==> run_1/class_map.png <==
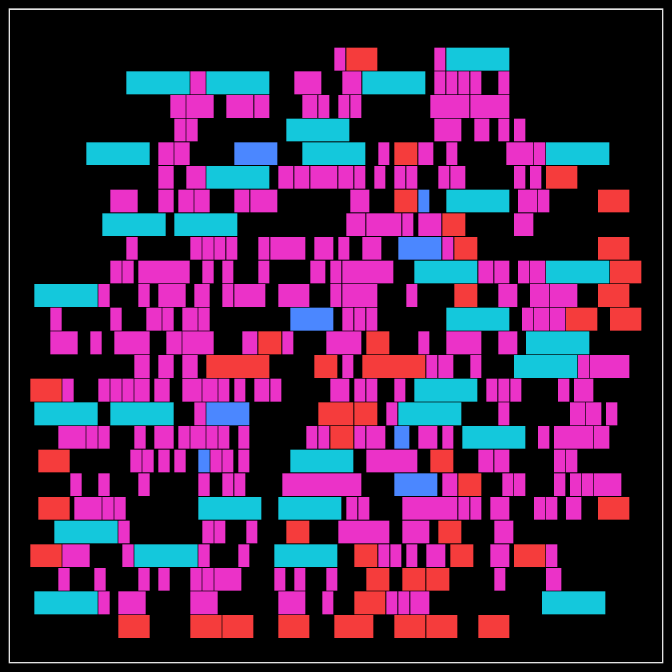
==> run_1/gates.png <==
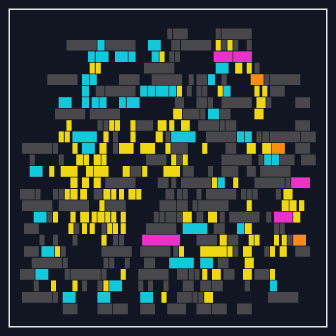
==> run_1/ff_map.png <==
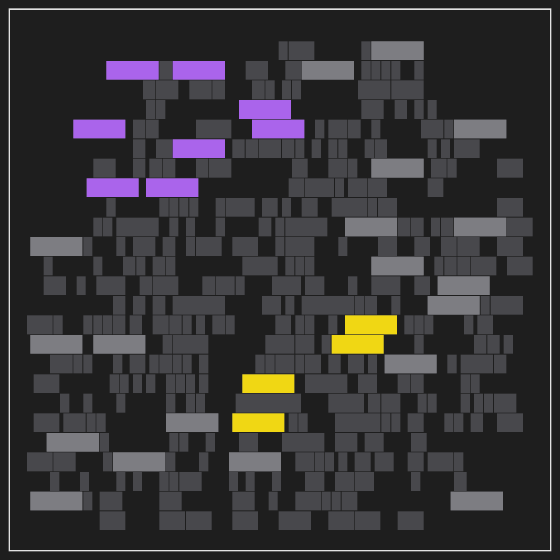
===== config.mk =====
export PLATFORM = sky130hd
export DESIGN_NAME = seq_gen
export DESIGN_NICKNAME = d
export VERILOG_FILES = /design/src/rtl/seq_gen_pkg.sv /design/src/rtl/seq_gen_piso.sv /design/src/rtl/seq_gen.sv
export SDC_FILE = /design/constraint.sdc
export NUM_CORES = 1
export LEC_CHECK = 0
export ABC_AREA = 1
export CAP_MARGIN = 25
export CELL_PAD_IN_SITES_DETAIL_PLACEMENT = 0
export CELL_PAD_IN_SITES_GLOBAL_PLACEMENT = 1
export CORE_MARGIN = 2
export CORE_UTILIZATION = 39
export DETAILED_ROUTE_END_ITERATION = 10
export PLACE_DENSITY = 0.8
export SETUP_SLACK_MARGIN = 0.2
export SLEW_MARGIN = 40
export SYNTH_ARGS = -nofsm -noshare
export SYNTH_HDL_FRONTEND = slang
export SYNTH_HIERARCHICAL = 1
export SYNTH_SLANG_ARGS = --single-unit

===== constraint.sdc =====
create_clock -name clk -period 2.8 [get_ports clk]
set_clock_uncertainty 0.2 [all_clocks]
set_input_delay 0.56 -clock clk [delete_from_list [all_inputs] [get_ports clk]]
set_output_delay 0.56 -clock clk [all_outputs]
set_load 0.02 [all_outputs]

===== src/rtl/seq_gen_pkg.sv =====
// seq_gen_pkg: width defaults and FSM state encoding shared by seq_gen and seq_gen_piso.
package seq_gen_pkg;
    localparam int PAT_W_DEF = 8;
    localparam int REP_W_DEF = 4;
    typedef logic [1:0] state_t;
    localparam state_t IDLE = 2'd0;
    localparam state_t SEND = 2'd1;
    localparam state_t PAR  = 2'd2;
endpackage


===== src/rtl/seq_gen_piso.sv =====
// seq_gen_piso: loadable MSB-first shift register; last flags the final bit of the loaded pattern.
module seq_gen_piso
    import seq_gen_pkg::*;
#(
    parameter int PAT_W = PAT_W_DEF,
    parameter int LEN_W = $clog2(PAT_W) + 1
) (
    input  logic             clk,
    input  logic             reset,
    input  logic             load,
    input  logic             shift,
    input  logic [PAT_W-1:0] data,
    input  logic [LEN_W-1:0] size,
    output logic             q,
    output logic             last
);
    localparam logic [LEN_W-1:0] PW = LEN_W'(PAT_W);
    logic [PAT_W-1:0] sr;
    logic [LEN_W-1:0] cnt;
    always_ff @(posedge clk) begin
        if (!reset) begin
            sr  <= '0;
            cnt <= '0;
        end else if (load) begin
            sr  <= data << (PW - size);
            cnt <= size;
        end else if (shift) begin
            sr  <= sr << 1;
            cnt <= cnt - 1'b1;
        end
    end
    assign q    = sr[PAT_W-1];
    assign last = cnt == LEN_W'(1);
endmodule


===== src/rtl/seq_gen.sv =====
// seq_gen: repeating serial pattern generator; define SEQ_GEN_PARITY_EN to append an even-parity bit per repetition.
module seq_gen
    import seq_gen_pkg::*;
#(
    parameter int PAT_W = PAT_W_DEF,
    parameter int REP_W = REP_W_DEF
) (
    input  logic                       clk,
    input  logic                       reset,
    input  logic                       start,
    input  logic [PAT_W-1:0]           pattern,
    input  logic [$clog2(PAT_W):0]     len,
    input  logic [REP_W-1:0]           reps,
    output logic                       x,
    output logic                       x_valid,
    output logic                       busy,
    output logic                       done,
    output logic                       err
);
    localparam int LEN_W = $clog2(PAT_W) + 1;
    state_t           state, nxt;
    logic [PAT_W-1:0] pat_q;
    logic [LEN_W-1:0] len_q;
    logic [REP_W-1:0] rep_cnt;
    logic             legal, accept, reject, fin, reload, q, last;
    assign legal  = len != '0 && len <= LEN_W'(PAT_W);
    assign accept = state == IDLE && start && legal;
    assign reject = state == IDLE && start && !legal;
    assign reload = fin && rep_cnt != '0;
`ifdef SEQ_GEN_PARITY_EN
    logic par;
    assign par = ^(pat_q & ~({PAT_W{1'b1}} << len_q));
    always_comb begin
        fin = state == PAR;
        nxt = state == IDLE ? (accept ? SEND : IDLE)
            : state == SEND ? (last ? PAR : SEND)
            : (rep_cnt == '0 ? IDLE : SEND);
    end
    assign x = state == SEND ? q : state == PAR && par;
`else
    always_comb begin
        fin = state == SEND && last;
        nxt = state == IDLE ? (accept ? SEND : IDLE) : (fin && rep_cnt == '0 ? IDLE : SEND);
    end
    assign x = state == SEND && q;
`endif
    assign x_valid = state != IDLE;
    assign busy    = state != IDLE;
    always_ff @(posedge clk) begin
        if (!reset) begin
            state   <= IDLE;
            pat_q   <= '0;
            len_q   <= '0;
            rep_cnt <= '0;
            done    <= 1'b0;
            err     <= 1'b0;
        end else begin
            state <= nxt;
            done  <= fin && rep_cnt == '0;
            err   <= reject;
            if (accept) begin
                pat_q   <= pattern;
                len_q   <= len;
                rep_cnt <= reps;
            end else if (reload) begin
                rep_cnt <= rep_cnt - 1'b1;
            end
        end
    end
    seq_gen_piso #(.PAT_W(PAT_W), .LEN_W(LEN_W)) u_piso (
        .clk   (clk),
        .reset (reset),
        .load  (accept || reload),
        .shift (state == SEND),
        .data  (accept ? pattern : pat_q),
        .size  (accept ? len : len_q),
        .q     (q),
        .last  (last)
    );
endmodule


==> flow_summary.toml, run 1 <==
# yosys + openroad results
[layout]
layout.nonclk_buf_share_pct = 16.7
syn_to_final_growth_pct = 29.8
n_fill_cell = 496

[logic_synthesis]
synthesis.nets = 315
ys_seq_share_pct = 31.6
yosysWarnings = 6
synth.distinct_cells = 30
yosys_area_mm2 = 0.00197
area_leaders = "dfxtp_1 (32%), nand2_1 (13%), inv_1 (9.7%), nand3_1 (6.1%), nor2_1 (5.3%)"
yosys.area.top_type_share_pct = 31.6
adder_share_pct = 3.18
synthMuxAreaShare_pct = 0
ys_cells = 291

[global_routing]
grt_pass1_wl_mm = 7.27
grt_antenna_before_repair = 0
met1_usage_pct = 21.0
grt_use_met3_pct = 4.02
grt_pass1_vias = 1661
grt_start_max_net_pins = 19

[place]
port_buffers = 23

[clock_network]
numClockSinks = 31
htreeDepth = 2
holdBufCountCts = 0
insertion_delay_ns = 0.28
cts_made_buffers = 5
clock_path_buffers = 2

[pwr]
p_per_area_mw_per_mm2 = 530
power.leakage_nw = 1.22
ir_drop_uv = 280

[final_timing]
finalCriticalPeriod_ns = 2.51
hold_ws_ns = 0.273
period_used_pct = 89.7
fmax_mhz = 398
setup_violations = 0
worstMarginPinSlew_ns = 0.256
slew_viol_final = 0
rsz0062_at_grt = "true"

[die]
fp.coreArea_mm2 = 0.00479
tap_cells = 67
die_w_um = 75.0
ioPinCount = 24

[setup_path]
worst_setup_path_end_kind = "flip-flop"
r2r-start = "u_piso/cnt[1]"
crit_start = "len[1]"

[outcome]
status = "finished, final reports clean"

[drt]
wl_mm = 4.30

[hold_path]
holdCritStartpoint = "len_q[3]"

[run]
max_cap_viol_count = 0
Notes on class_map.png above:
- remaining buffers and delay cells: red (cells 45; share of their area 17%)
- sequential cells: cyan (cells 31; share of their area 25%)
- remaining logic cells: magenta (cells 251; share of their area 54%)
- clock drivers and dummy loads: blue (cells 8; share of their area 3.3%)
sequential share of cell area: 24.3%
fin area: 0.00255 mm2
row count: 25
Util after Layout: 53.4%

Notes on gates.png above:
- xor and xnor cells: orange (cells 3; most used xor2_1)
- nand cells: yellow (cells 108; most used nand2_1)
- fa/ha/maj cells: magenta (cells 5; most used ha_1)
- aoi and oai cells: cyan (cells 45; most used o21ai_0)
most numerous logic cell after layout: nand2_1
Final Non-Filler Cells: 402
multi-input gate share of the layout cell area: 44.1%

Notes on ff_map.png above:
- `u_piso/sr`: purple (placed flops 8)
- `len_q`: yellow (placed flops 4)
Seq group: 0.499 mW
Storage cell area: 621 um2

[run 1: tightest hold or removal path, stage by stage, from the launching register on]
cell	delay, ns
dfxtp_1	0.30
nand2_1	0.07
a21oi_1	0.06
[run 1: path summary, 6_finish.rpt]
kind                   to  slack [ns]  depth (start not counted)
max          u_piso/sr[6]        0.29                         16
min              len_q[3]        0.27                          2
max reg2reg  u_piso/sr[4]        0.72                         14
min reg2reg      len_q[3]        0.27                          2
[run 1: report_power, final]
group / switching [mW] / total, mW / internal, mW
combinational: 0.293 / 0.510 / 0.217
sequential: 0.0173 / 0.499 / 0.482
clock: 0.169 / 0.343 / 0.174
[run 1: sequential cells by signal (all words and copies together), names as in the netlist]
name,cells
done,1
err,1
len_q,4
pat_q,8
rep_cnt,4
state,1
u_piso/cnt,4
u_piso/sr,8
==> run_1/clock_nets.png <==
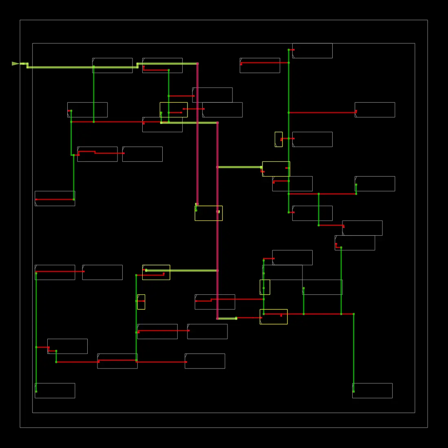

--- run 2 (diff from run 1) ---
Settings changed: CORE_UTILIZATION 39 to 42, PLACE_DENSITY 0.8 to 0.86.
Clock period 2.8 ns to 3.1 ns, I/O delays scaled along.
==> run_2/clock_nets.png <==
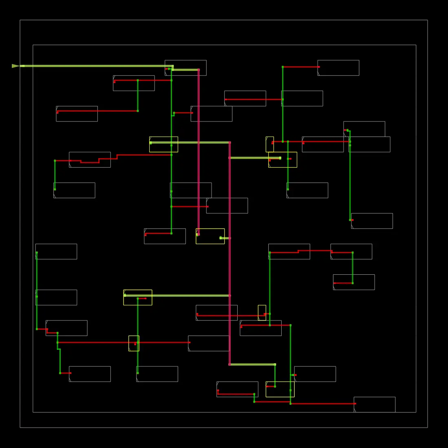
Clock group: 0.313 mW
num sequential: 31
clock buffer count: 7

==> run_2/gates.png <==
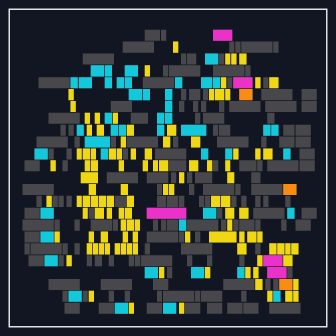
- xor and xnor cells: orange (cells 3; most used xor2_1)
- nand cells: yellow (cells 108; most used nand2_1)
- aoi and oai cells: cyan (cells 45; most used o21ai_0)
- fa/ha/maj cells: magenta (cells 5; most used ha_1)
Final Non-Filler Cells: 372
multi-input gate share of the layout cell area: 45.7%

==> run 2 against run 1 <==
Effect of this change:
- synthesized cell count is the same
- power is 15% lower
- wire length decreased by 4.7%
- utilization down 0.69 points
==> flow_summary.toml, run 2 <==
# yosys + openroad results
[layout]
stdcell_area_mm2 = 0.00234
post-route-util_pct = 52.7
lay_top_count = "nand2_1"
regArea_um2 = 621

[pwr]
p_comb_mw = 0.389
ir_drop_uv = 280
combPwrFrac_pct = 33.7
swShare_pct = 35.4
p_seq_mw = 0.453
maxPowerGroup = "registers"
p_clk_share_pct = 27.1
p_per_area_mw_per_mm2 = 494

[final_timing]
finalCriticalPeriod_ns = 2.65
setup_violations = 0
rsz0062_at_grt = "false"
period_used_pct = 85.4
fmax_mhz = 378

[logic_synthesis]
yosys.area.top_type_share_pct = 31.6
yosysWarnings = 6
area_leaders = "dfxtp_1 (32%), nand2_1 (13%), inv_1 (9.7%), nand3_1 (6.1%), nor2_1 (5.3%)"

[global_routing]
grt_start_max_net_pins = 28
grt_antenna_before_repair = 0
grt_pass1_vias = 1649

[setup_path]
reg2reg_slack_ns = 0.88
worst_setup_path_end_kind = "flip-flop"

[clock_network]
clock_path_buffers = 2
holdBufCountCts = 0
insertion_delay_ns = 0.28

[die]
ioPinCount = 24
rows = 24

[outcome]
status = "finished, final reports clean"
## run 2: cell counts after synthesis
Identical to the previous run, type by type.
## run 2: cell families (layout without fill, tap and decap cells)
logic type | count (synthesis) | after routing | synth area share (%)
AND-OR/OR-AND | 45 | 45 | 15.6
XOR/XNOR | 3 | 3 | 1.34
adder cells (fa/ha/maj) | 5 | 5 | 3.18
buffers and inverters | 64 | 93 | 14.7
flip-flops | 31 | 31 | 31.6
AND/OR/NAND/NOR | 143 | 143 | 33.7
## run 2: worst paths after layout
path | depth (start not counted) | endpoint | start
min | 2 | len_q[3] | len_q[3]
min reg2reg | 2 | len_q[3] | len_q[3]
max reg2reg | 13 | u_piso/sr[7] | state[0]
max | 16 | u_piso/sr[7] | len[2]
Power and IR drop assume default switching activity.
